## src/rtl/block_checker_pkg.sv

```systemverilog
// Shared types and constants for the begin/end nesting checker.
// Holds the token FSM state encoding, keyword letters and the case-fold helper.
package block_checker_pkg;

  typedef enum logic [3:0] {
    ST_IDLE,
    ST_B1,
    ST_B2,
    ST_B3,
    ST_B4,
    ST_BDONE,
    ST_E1,
    ST_E2,
    ST_EDONE,
    ST_SKIP
  } tok_state_t;

  localparam logic [7:0] CH_SPACE = 8'h20;
  localparam logic [7:0] CH_B     = 8'h62;
  localparam logic [7:0] CH_E     = 8'h65;
  localparam logic [7:0] CH_G     = 8'h67;
  localparam logic [7:0] CH_I     = 8'h69;
  localparam logic [7:0] CH_N     = 8'h6e;
  localparam logic [7:0] CH_D     = 8'h64;

  // Only A-Z are folded; punctuation and digits pass through untouched.
  function automatic logic [7:0] fold_case(input logic [7:0] c);
    return ((c >= 8'h41) && (c <= 8'h5a)) ? (c | 8'h20) : c;
  endfunction

endpackage

```

## src/rtl/block_token_fsm.sv

```systemverilog
// Word tokenizer: recognises space-delimited begin/end, flags the tentative token and commit strobes.
// State updates one cycle after an accepted character; in_valid low simply holds the state.
module block_token_fsm
  import block_checker_pkg::*;
#(
  parameter int CASE_SENS = 0
) (
  input  logic       clk,
  input  logic       reset,
  input  logic [7:0] in,
  input  logic       in_valid,
  output logic       pend_inc,
  output logic       pend_dec,
  output logic       commit_inc,
  output logic       commit_dec
);

  tok_state_t state, state_nxt;
  logic [7:0] ch;
  logic       is_space;

  assign ch       = (CASE_SENS != 0) ? in : fold_case(in);
  assign is_space = (ch == CH_SPACE);

  always_ff @(posedge clk) begin
    if (reset) state <= ST_IDLE;
    else       state <= state_nxt;
  end

  always_comb begin
    state_nxt = state;
    if (in_valid) begin
      if (is_space) begin
        state_nxt = ST_IDLE;
      end else begin
        state_nxt = ST_SKIP;
        case (state)
          ST_IDLE: begin
            if (ch == CH_B)      state_nxt = ST_B1;
            else if (ch == CH_E) state_nxt = ST_E1;
          end
          ST_B1: if (ch == CH_E) state_nxt = ST_B2;
          ST_B2: if (ch == CH_G) state_nxt = ST_B3;
          ST_B3: if (ch == CH_I) state_nxt = ST_B4;
          ST_B4: if (ch == CH_N) state_nxt = ST_BDONE;
          ST_E1: if (ch == CH_N) state_nxt = ST_E2;
          ST_E2: if (ch == CH_D) state_nxt = ST_EDONE;
          default: state_nxt = ST_SKIP;
        endcase
      end
    end
  end

  assign pend_inc   = (state == ST_BDONE);
  assign pend_dec   = (state == ST_EDONE);
  // Commit only on the space that closes a completed keyword.
  assign commit_inc = in_valid && is_space && pend_inc;
  assign commit_dec = in_valid && is_space && pend_dec;

endmodule

```

## config.mk

```make
export PLATFORM = sky130hd
export DESIGN_NAME = block_token_fsm
export DESIGN_NICKNAME = d
export VERILOG_FILES = /design/src/rtl/block_checker_pkg.sv /design/src/rtl/block_token_fsm.sv
export SDC_FILE = /design/constraint.sdc
export NUM_CORES = 1
export LEC_CHECK = 0
export CAP_MARGIN = 20
export CORE_MARGIN = 5
export CORE_UTILIZATION = 30
export DETAILED_ROUTE_END_ITERATION = 7
export GPL_ROUTABILITY_DRIVEN = 0
export SLEW_MARGIN = 40
export SYNTH_ARGS = -nofsm -noshare
export SYNTH_HDL_FRONTEND = slang
export SYNTH_SLANG_ARGS = --single-unit
```

## constraint.sdc

```tcl
create_clock -name clk -period 2.5 [get_ports clk]
set_input_delay 0.5 -clock clk [delete_from_list [all_inputs] [get_ports clk]]
set_output_delay 0.5 -clock clk [all_outputs]
set_load 0.02 [all_outputs]
```

==> flow_summary.ini <==
; physical design summary
[layout]
fin_util_pct = 46.3
nNetsFinal = 91
fill_cells = 164

[logic_synthesis]
synth.distinct_cells = 34
syn_avg_cell_area_um2 = 8.30
ys_sh_mux_pct = 0
synth_nets = 66
ys_cells = 55
logic_family = simple AND/OR/NAND/NOR gates
synth_adder_area_share_pct = 0
ys_seq_elements = 4
syn_area_um2 = 457

[sta]
finalHoldViolCount = 0
rsz0062_at_grt = no
final-setup-viol-count = 0

[clocking]
cts_tree = built
htreeDepth = 1
cts_hold_buffers = 0
root_buffer = clkbuf_4
cts_buffers = 3

[setup_path]
reg2reg_from = state[1]
path_buffers = 3
worstSetupEndpointType = primary output
reg2reg_depth = 5
critPathMostFrequentCell = and3_1
reg2reg_to = state[3]
worstSetupPathType = in2out
cp-start-kind = input port
worstPathCellList = clkdlybuf4s50_1 > nor4_2 > buf_4 > and3_1 > and3_1 > buf_2

[die]
die_height_um = 49.0
io_pins = 15
dieArea_um2 = 2400

[routing]
first_iter_violations = 12
drtAntennaViolNets = 0
viasPerCell = 5.79

[power]
leakagePower_nw = 0.277
ir_drop_mv = 0.124

[worst_hold_path]
holdPathEnd = state[3]

[place]
portBuffers = 14

[outcome]
status = completed
what timing repair did:
item | 4_1_cts | 5_1_grt
setup buffers | 1 | 0
gates resized | 8 | 1
pin swaps | 1 | 0
setup endpoints to repair | 2 | 2
cloned | 0 | 0
power by group:
part	leakage [nW]	total, mW	internal [mW]	switching [mW]
registers	0.0329	0.0766	0.0686	0.00797
logic	0.230	0.0733	0.0423	0.0310
clock network	0.0138	0.0779	0.0536	0.0244
total	0.277	0.228	0.165	0.0633
cell type report:
| type | count | area [um2] | share of cell area, % |
|---|---|---|---|
| clock buffer | 3 | 22.5 | 3.31 |
| tap | 16 | 20.0 | 2.94 |
| sequential | 4 | 80.1 | 11.8 |
| timing repair buffer | 22 | 190 | 27.9 |
| multi-input combinational | 49 | 368 | 54.0 |
how the worst max path moves through the flow:
stage          start          to  slack, ns  cells past startpoint
2_1_floorplan  in[2]  commit_dec       0.65                      3
3_3_place_gp   in[1]  commit_inc      -0.38                      6
3_5_place_dp   in[1]  commit_inc      -0.37                      6
4_1_cts        in[2]  commit_inc       0.09                      6
5_1_grt        in[2]  commit_inc     0.0004                      6
6_report       in[2]  commit_inc       0.12                      6
metal layers:
layer,GRT usage [%],vias up,routed length (um)
li1,-,279,-
met1,12.1,249,502
met2,16.7,16,597
met3,2.14,0,78
met4,4.04,0,0
met5,0,-,0
cell usage in the layout, fill, tap and decap left out, types with 2 or more instances in the layout:
cell type | netlist | routed
dfxtp_1 | 4 | 4
a31oi_1 | 2 | 2
buf_4 | 0 | 8
a221oi_1 | 2 | 2
nor3b_1 | 2 | 2
and3_1 | 4 | 4
nor2b_1 | 2 | 2
clkbuf_4 | 0 | 3
nand2_1 | 2 | 2
nor2_1 | 3 | 3
o21ai_0 | 2 | 2
nand4b_1 | 2 | 2
nand4_1 | 3 | 3
a21oi_1 | 2 | 2
clkdlybuf4s50_1 | 0 | 12
and3b_1 | 4 | 4
buf_2 | 0 | 2
cells by family after synthesis:
kind of cell,after synthesis
AND-OR/OR-AND,18
buffers and inverters,2
flip-flops,4
AND/OR/NAND/NOR,31
worst min-delay path: cells and delay by family, from the launching register on:
kind	cells	cell delay (ns)
flops	1	0.33
compound gates	2	0.15
stage by stage:
| stage | TNS (ns) | instances | hold WS, ns | power [mW] |
|---|---|---|---|---|
| floorplan | 0 | 55 | 0.484 | 0.111 |
| global placement | -0.757 | 90 | 0.535 | 0.150 |
| detailed placement | -0.739 | 90 | 0.541 | 0.150 |
| CTS | 0 | 94 | 0.546 | 0.230 |
| global route | 0 | 94 | 0.601 | 0.241 |
| finish | 0 | 94 | 0.541 | 0.228 |
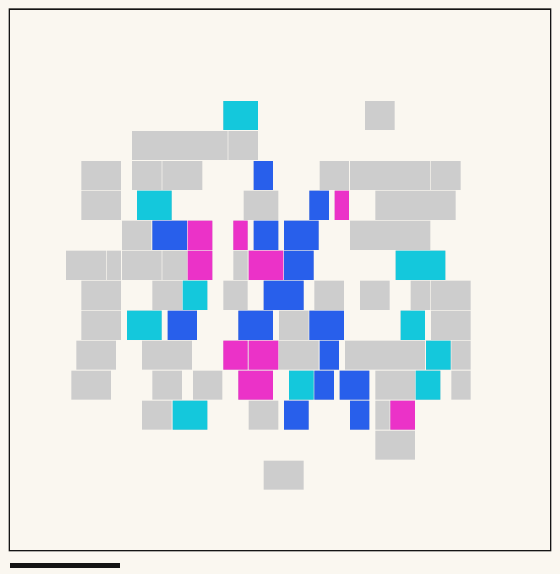
*Gate families picked out*
Scale bar: 10 um.
family	color	cells
AND and OR gates	cyan	10
NAND gates	magenta	9
inverting AOI/OAI gates	blue	15
Comb area share: 54.0%
Non-Filler Instances: 94
Top cell excl fill/tap: clkdlybuf4s50_1

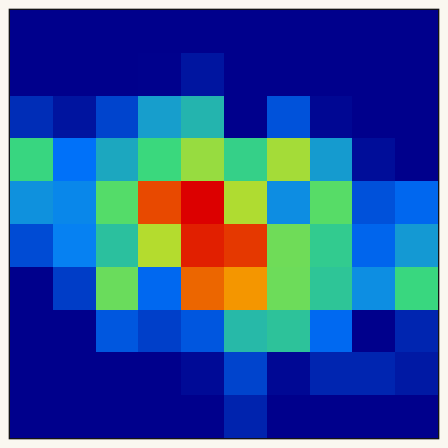
*Routed metal per tile*
The die is cut into 10 by 10 equal tiles; dark blue is low, red is high, scaled to the fullest tile. Values are wire area over tile area, all layers added.
tiles over half the peak	15%
fullest tile	0.37
mean over tiles	0.078
densest ninth of the die	center
nearly empty tiles	42%

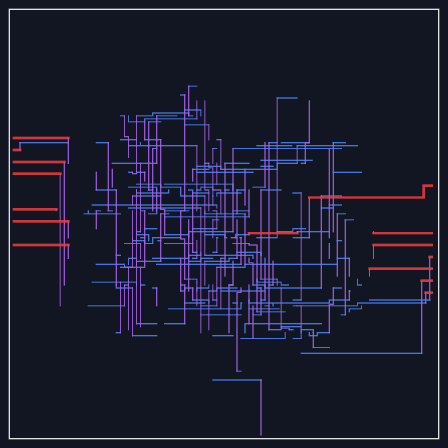
*Wiring by layer*
layer	color	wire length
met1	blue	502 um
met2	purple	598 um
met3	red	78.6 um
WL per Instance: 12.5 um
WL final: 1180 um
Total GRT Usage: 9.95%
vias: 544

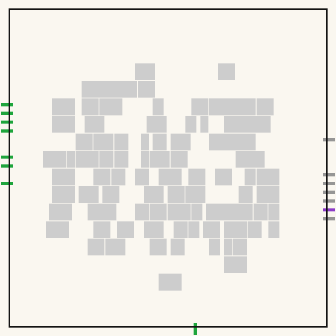
*Pin placement*
Pins as bars across the die edge, other pins in gray.
port	color	pins	direction	edge
in	green	8	input	7 west, 1 south
reset	purple	1	input	east
all pins by edge	7 east, 7 west, 1 south

Power and IR drop assume default switching activity.
